File: config.mk
export PLATFORM = sky130hd
export DESIGN_NAME = mux_scan_serializer
export DESIGN_NICKNAME = d
export VERILOG_FILES = /design/src/rtl/mux_scan_serializer_pkg.sv /design/src/rtl/sel16_mux.sv /design/src/rtl/mux_scan_serializer.sv
export SDC_FILE = /design/constraint.sdc
export NUM_CORES = 1
export LEC_CHECK = 0
export ABC_AREA = 1
export CAP_MARGIN = 20
export CORE_AREA = 3 3 62 64
export DETAILED_ROUTE_END_ITERATION = 10
export DIE_AREA = 0 0 65 67
export SLEW_MARGIN = 40
export SYNTH_ARGS = -nofsm -noshare
export SYNTH_HDL_FRONTEND = slang
export SYNTH_SLANG_ARGS = --single-unit
File: constraint.sdc
create_clock -name clk -period 1.3 [get_ports clk]
set_input_delay 0.26 -clock clk [delete_from_list [all_inputs] [get_ports clk]]
set_output_delay 0.26 -clock clk [all_outputs]
set_load 0.01 [all_outputs]
File: src/rtl/mux_scan_serializer_pkg.sv
// -----------------------------------------------------------------------------
// mux_scan_serializer_pkg
// Shared definitions for the scan serializer: FSM state encoding and the
// default word / select widths.
// Ports: none (package).
// -----------------------------------------------------------------------------
package mux_scan_serializer_pkg;

   localparam int WIDTH = 16;
   localparam int SEL_W = 4;

   typedef enum logic [1:0] {
      IDLE  = 2'd0,
      SHIFT = 2'd1,
      DONE  = 2'd2
   } state_t;

endpackage : mux_scan_serializer_pkg

File: src/rtl/sel16_mux.sv
// -----------------------------------------------------------------------------
// sel16_mux
// Purely combinational 16:1 bit selector built as a two-level tree of 4:1
// selectors: sel[1:0] picks within each nibble, sel[3:2] picks the nibble.
// Ports:
//   d    in  16  data word
//   sel  in  4   bit index
//   q    out 1   d[sel]
// -----------------------------------------------------------------------------
module sel16_mux (
   input  logic [15:0] d,
   input  logic [3:0]  sel,
   output logic        q
);

   logic [3:0] stage1;

   genvar gi;
   generate
      for (gi = 0; gi < 4; gi++) begin : g_nibble
         logic [3:0] grp;
         assign grp        = d[gi*4 +: 4];
         assign stage1[gi] = grp[sel[1:0]];
      end
   endgenerate

   assign q = stage1[sel[3:2]];

endmodule : sel16_mux

File: src/rtl/mux_scan_serializer.sv
// -----------------------------------------------------------------------------
// mux_scan_serializer
// Parallel-to-serial converter: accepts a word with a valid/ready handshake,
// then sweeps the bit select from the start index to the end index, emitting
// one bit per accepted downstream beat, followed by a one-cycle done pulse.
// Ports:
//   clk         in  1      system clock, rising edge
//   rst         in  1      asynchronous active-high reset
//   load        in  1      input valid (accepted when load && in_ready)
//   din         in  WIDTH  parallel word, captured on acceptance
//   msb_first   in  1      direction, captured on acceptance (1 = MSB first)
//   in_ready    out 1      block can accept a word
//   sout_ready  in  1      downstream accepts the current bit
//   sout        out 1      current bit, data_reg[sel]
//   sout_valid  out 1      sout is valid
//   sout_last   out 1      current bit is the last one of the word
//   sel         out SEL_W  current select value
//   done        out 1      one-cycle pulse after the last bit is accepted
// -----------------------------------------------------------------------------
module mux_scan_serializer #(
   parameter int WIDTH = mux_scan_serializer_pkg::WIDTH,
   parameter int SEL_W = mux_scan_serializer_pkg::SEL_W
) (
   input  logic             clk,
   input  logic             rst,
   input  logic             load,
   input  logic [WIDTH-1:0] din,
   input  logic             msb_first,
   output logic             in_ready,
   input  logic             sout_ready,
   output logic             sout,
   output logic             sout_valid,
   output logic             sout_last,
   output logic [SEL_W-1:0] sel,
   output logic             done
);

   import mux_scan_serializer_pkg::*;

   // The selector tree is a fixed 16:1 structure, so WIDTH must stay at
   // 16 and SEL_W at 4 while sel16_mux is the bit selector.
   localparam logic [SEL_W-1:0] SEL_MAX = SEL_W'(WIDTH - 1);

   state_t           state_reg, state_next;
   logic [WIDTH-1:0] data_reg,  data_next;
   logic             dir_reg,   dir_next;
   logic [SEL_W-1:0] sel_reg,   sel_next;
   logic [SEL_W-1:0] end_idx;
   logic             at_end;

   // Sweep ends at 0 when going MSB-first, at the top index otherwise.
   assign end_idx = dir_reg ? '0 : SEL_MAX;
   assign at_end  = (sel_reg == end_idx);

   always_ff @(posedge clk or posedge rst) begin
      if (rst) begin
         state_reg <= IDLE;
         data_reg  <= '0;
         dir_reg   <= 1'b0;
         sel_reg   <= '0;
      end else begin
         state_reg <= state_next;
         data_reg  <= data_next;
         dir_reg   <= dir_next;
         sel_reg   <= sel_next;
      end
   end

   always_comb begin
      state_next = state_reg;
      data_next  = data_reg;
      dir_next   = dir_reg;
      sel_next   = sel_reg;
      in_ready   = 1'b0;
      sout_valid = 1'b0;
      done       = 1'b0;

      case (state_reg)
         IDLE: begin
            in_ready = 1'b1;
            if (load) begin
               data_next  = din;
               dir_next   = msb_first;
               sel_next   = msb_first ? SEL_MAX : '0;
               state_next = SHIFT;
            end
         end

         SHIFT: begin
            sout_valid = 1'b1;
            // Without sout_ready nothing moves, so the bit is neither
            // dropped nor repeated. On the last beat sel stays put.
            if (sout_ready) begin
               if (at_end) begin
                  state_next = DONE;
               end else if (dir_reg) begin
                  sel_next = sel_reg - 1'b1;
               end else begin
                  sel_next = sel_reg + 1'b1;
               end
            end
         end

         DONE: begin
            done       = 1'b1;
            state_next = IDLE;
         end

         default: begin
            state_next = IDLE;
         end
      endcase
   end

   assign sout_last = sout_valid & at_end;
   assign sel       = sel_reg;

   // sout comes straight from registered data and select, so after reset
   // it is a defined 0 (data_reg = 0, sel = 0).
   sel16_mux u_sel16_mux (
      .d   (data_reg),
      .sel (sel_reg),
      .q   (sout)
   );

endmodule : mux_scan_serializer

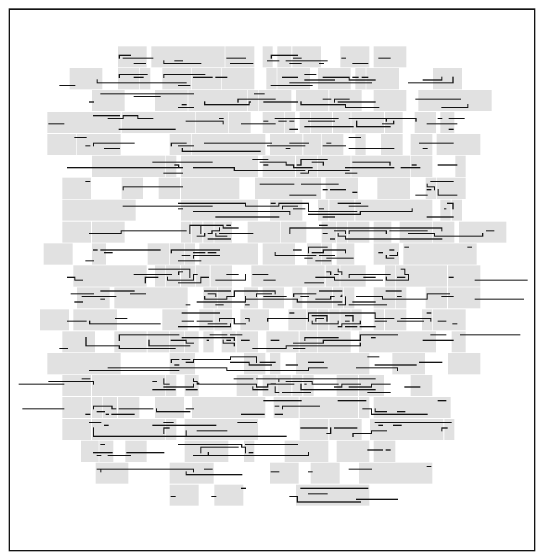
Figure 1: met1 routing.
Cells faint in the background.
wire length on this layer: 1350 microns
main direction: horizontal
nets with wire on the layer: 213

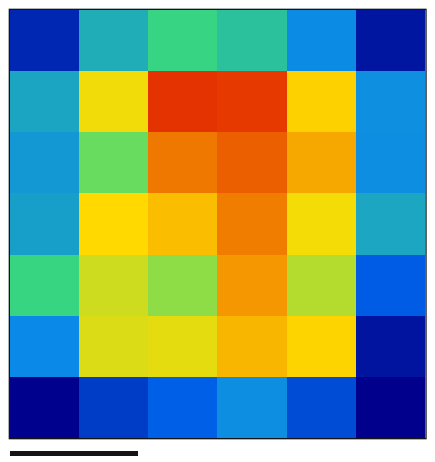
Figure 2: cell area per tile.
Scale bar: 20 microns. 6 x 7 tiles, from dark blue (low) to red (high), 0 to 100% covered.
nearly empty tiles: 4.8%
emptiest ninth of the die: lower right
tiles over 75% full: 29%
mean over tiles: 50%
fullest tile: 94%

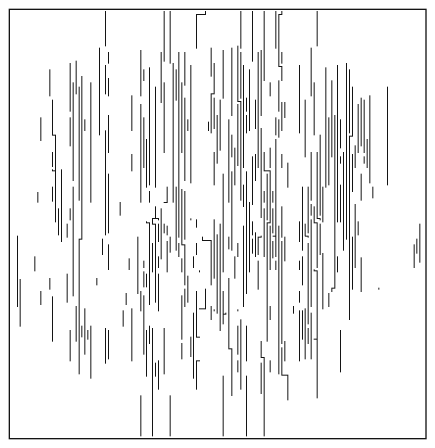
Figure 3: the metal 2 layer.
main direction: vertical
share of all routed wire: 57%
nets with wire on the layer: 208
wire length on this layer: 1990 microns

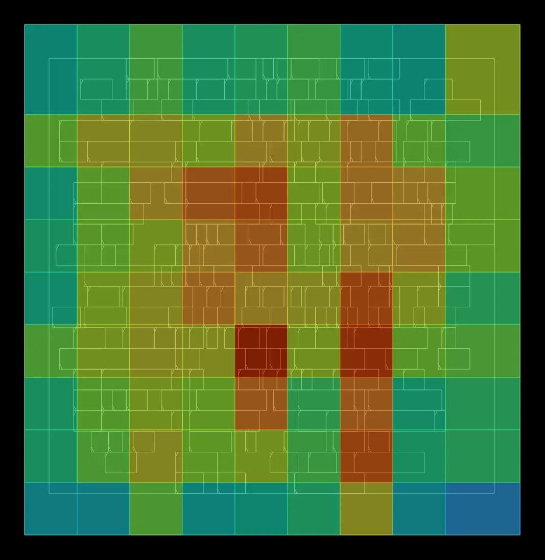
Figure 4: routing congestion.
total track usage: 0.154
GR Util met2: 0.292
busiest grt layer: met2
final core occ: 0.667

## layout make-up
| cell class | count | area [sq um] | share of cell area |
|---|---|---|---|
| clock buffer | 4 | 26.3 | 0.0118 |
| inverter | 20 | 90.1 | 0.0405 |
| multi-input combinational | 96 | 771 | 0.346 |
| sequential | 23 | 582 | 0.261 |
| tap | 46 | 57.6 | 0.0259 |
| timing repair buffer | 71 | 699 | 0.314 |
## worst register-to-register path, delay by kind of cell, from the launching register on
family,cells,cell delay [ns]
AND/OR/NAND/NOR,2,0.12
buffers and inverters,3,0.29
flip-flops,1,0.45
XOR/XNOR,1,0.15
AND-OR/OR-AND,1,0.13
adder cells (fa/ha/maj),1,0.37
## cells in the mapped netlist, drive strengths merged
library cell and number:
nand2 30, dfrtp 23, inv 20, nor2 15
a21oi 12, nand3 11, mux2 10, o21ai 10
buf 5, o211ai 3, ha 2, fa 1
xor2 1
## cell usage in the layout (no fill, tap or decap), types with 5 or more instances in the layout
cell type and n:
nor2_4 8, a21oi_1 6, nor2_1 6, clkdlybuf4s50_1 20, buf_4 24, mux2_2 5
inv_1 11, nand2_1 20, buf_6 23, dfrtp_1 18, nand2_2 7, nand3_1 7
mux2_4 5, a21oi_2 5, dfrtp_2 5, inv_2 5, o21ai_1 6
## routing by layer
| layer | part of all wire | wire [microns] |
|---|---|---|
| met1 | 0.38 | 1350 |
| met2 | 0.57 | 1990 |
| met3 | 0.040 | 140 |
| met4 | 0.010 | 35 |
| met5 | 0 | 0 |
## what timing repair did
action                                  in CTS  in global routing
hold endpoints to repair                     0                  0
pin swaps                                    7                 12
endpoints found under the setup margin      15                 32
gates cloned                                 0                  1
gates resized                               64                 47
buffers inserted                             4                 10
## report_power, final
part / switching [mW] / internal [mW] / total, mW
Combinational: 1.97 / 2.30 / 4.26
Clock: 0.215 / 0.120 / 0.335
Sequential: 0.251 / 1.08 / 1.33
Total: 2.43 / 3.50 / 5.93
## worst max-delay path by stage
stage	startpoint	to	slack, ns	depth (start not counted)
2_1_floorplan	sel[0]	sel[1]	-0.08	6
3_3_place_gp	sel[0]	sout	-0.51	7
3_5_place_dp	sel[1]	sout_last	-0.53	6
4_1_cts	dir_reg	sout_last	-0.46	6
5_1_grt	sel[0]	sout	-0.59	6
6_report	sel[0]	sout	-0.45	7
## cell families (layout without fill, tap and decap cells)
group | count (synthesis) | count (layout) | synth area share
adders and majority gates | 3 | 3 | 0.0355
and+or+nand+nor | 56 | 57 | 0.206
DFF | 23 | 23 | 0.454
buffers and inverters | 25 | 95 | 0.0897
xor gates and xnor gates | 1 | 1 | 0.00690
AOI/OAI and AO/OA | 25 | 25 | 0.105
muxes | 10 | 10 | 0.104
## per-stage QoR
stage / instances / util / power, mW / TNS (ns)
after CTS: 251 / 0.589 / 5.09 / -2.28
after detailed placement: 244 / 0.559 / 4.51 / -4.65
after floorplan: 143 / - / 3.10 / -0.330
final: 260 / 0.667 / 5.93 / -2.58
after global placement: 244 / 0.559 / 4.41 / -3.95
after global routing: 260 / 0.667 / 6.39 / -4.23
==> out/metrics.yaml <==
status:
  status: "finished with violations"
  violations: "negative setup slack"
yosys:
  yosys_cells: 143
  synth_nets: 167
  syn-cell-area_sq_um: 1270
  area_leaders: "dfrtp_1 (45%), nand2_1 (7.4%), mux2_4 (5.9%)"
  synth_flops: 23
  synth_cell_type_count: 23
  netlist.area_leader.share: 0.454
  top_area_cell: "dfrtp_1"
timing:
  worstMarginPinSlew_ns: 0.408
  final-setup-viol-count: 25
  layout_setup_ws_ns: -0.450
  period_used_share: 1.35
  hold_slack_ns: 0.280
  hold_viol: 0
clock_network:
  clk_pin_slew_ns: 0.13
  cts_max_level: 1
  clock-sinks: 23
power_and_ir_drop:
  power.leakage_nw: 1.04
  powerDensity_nw_per_um2: 2660
cells_and_area:
  area_delta_synth_final_pct: 75.4
  largest_register_ffs: 16
  final_nets: 239
  antenna_cells: 0
setup_path:
  reg2reg_depth: 8
  critPathSlowestCell: "dfrtp_2"
  path_class: "flip-flop to output port"
  crit_path_end_kind: "output port"
  r2r-end: "sel[2]"
  worst-path-buf-inv: 2
  rr_startpoint: "sel[0]"
  crit_family: "flip-flops"
  start_kind: "flip-flop"
  reg2reg_slack_ns: -0.25
  worstPathMaxFanout: 13
  max_stage_delay_ns: 0.47
  cp.required_ns: 1.04
floorplan:
  die_y_microns: 67
  rows: 21
  core_sq_um: 3340
  die_w_microns: 65
worst_hold_path:
  min_path_type: "input port to async pin"
global_route:
  met3_usage: 0.0337
  use_met1: 0.168
  grt_max_degree: 24
route:
  vias: 1219
  via_per_inst: 4.69
  drc: 0
  wl_mm: 3.51
  wl_per_cell_microns: 13.5
placement:
  port_buffers: 29
  dp_hpwl_mm: 2.32
No activity file was given, so power comes from the tool's default toggle rates.
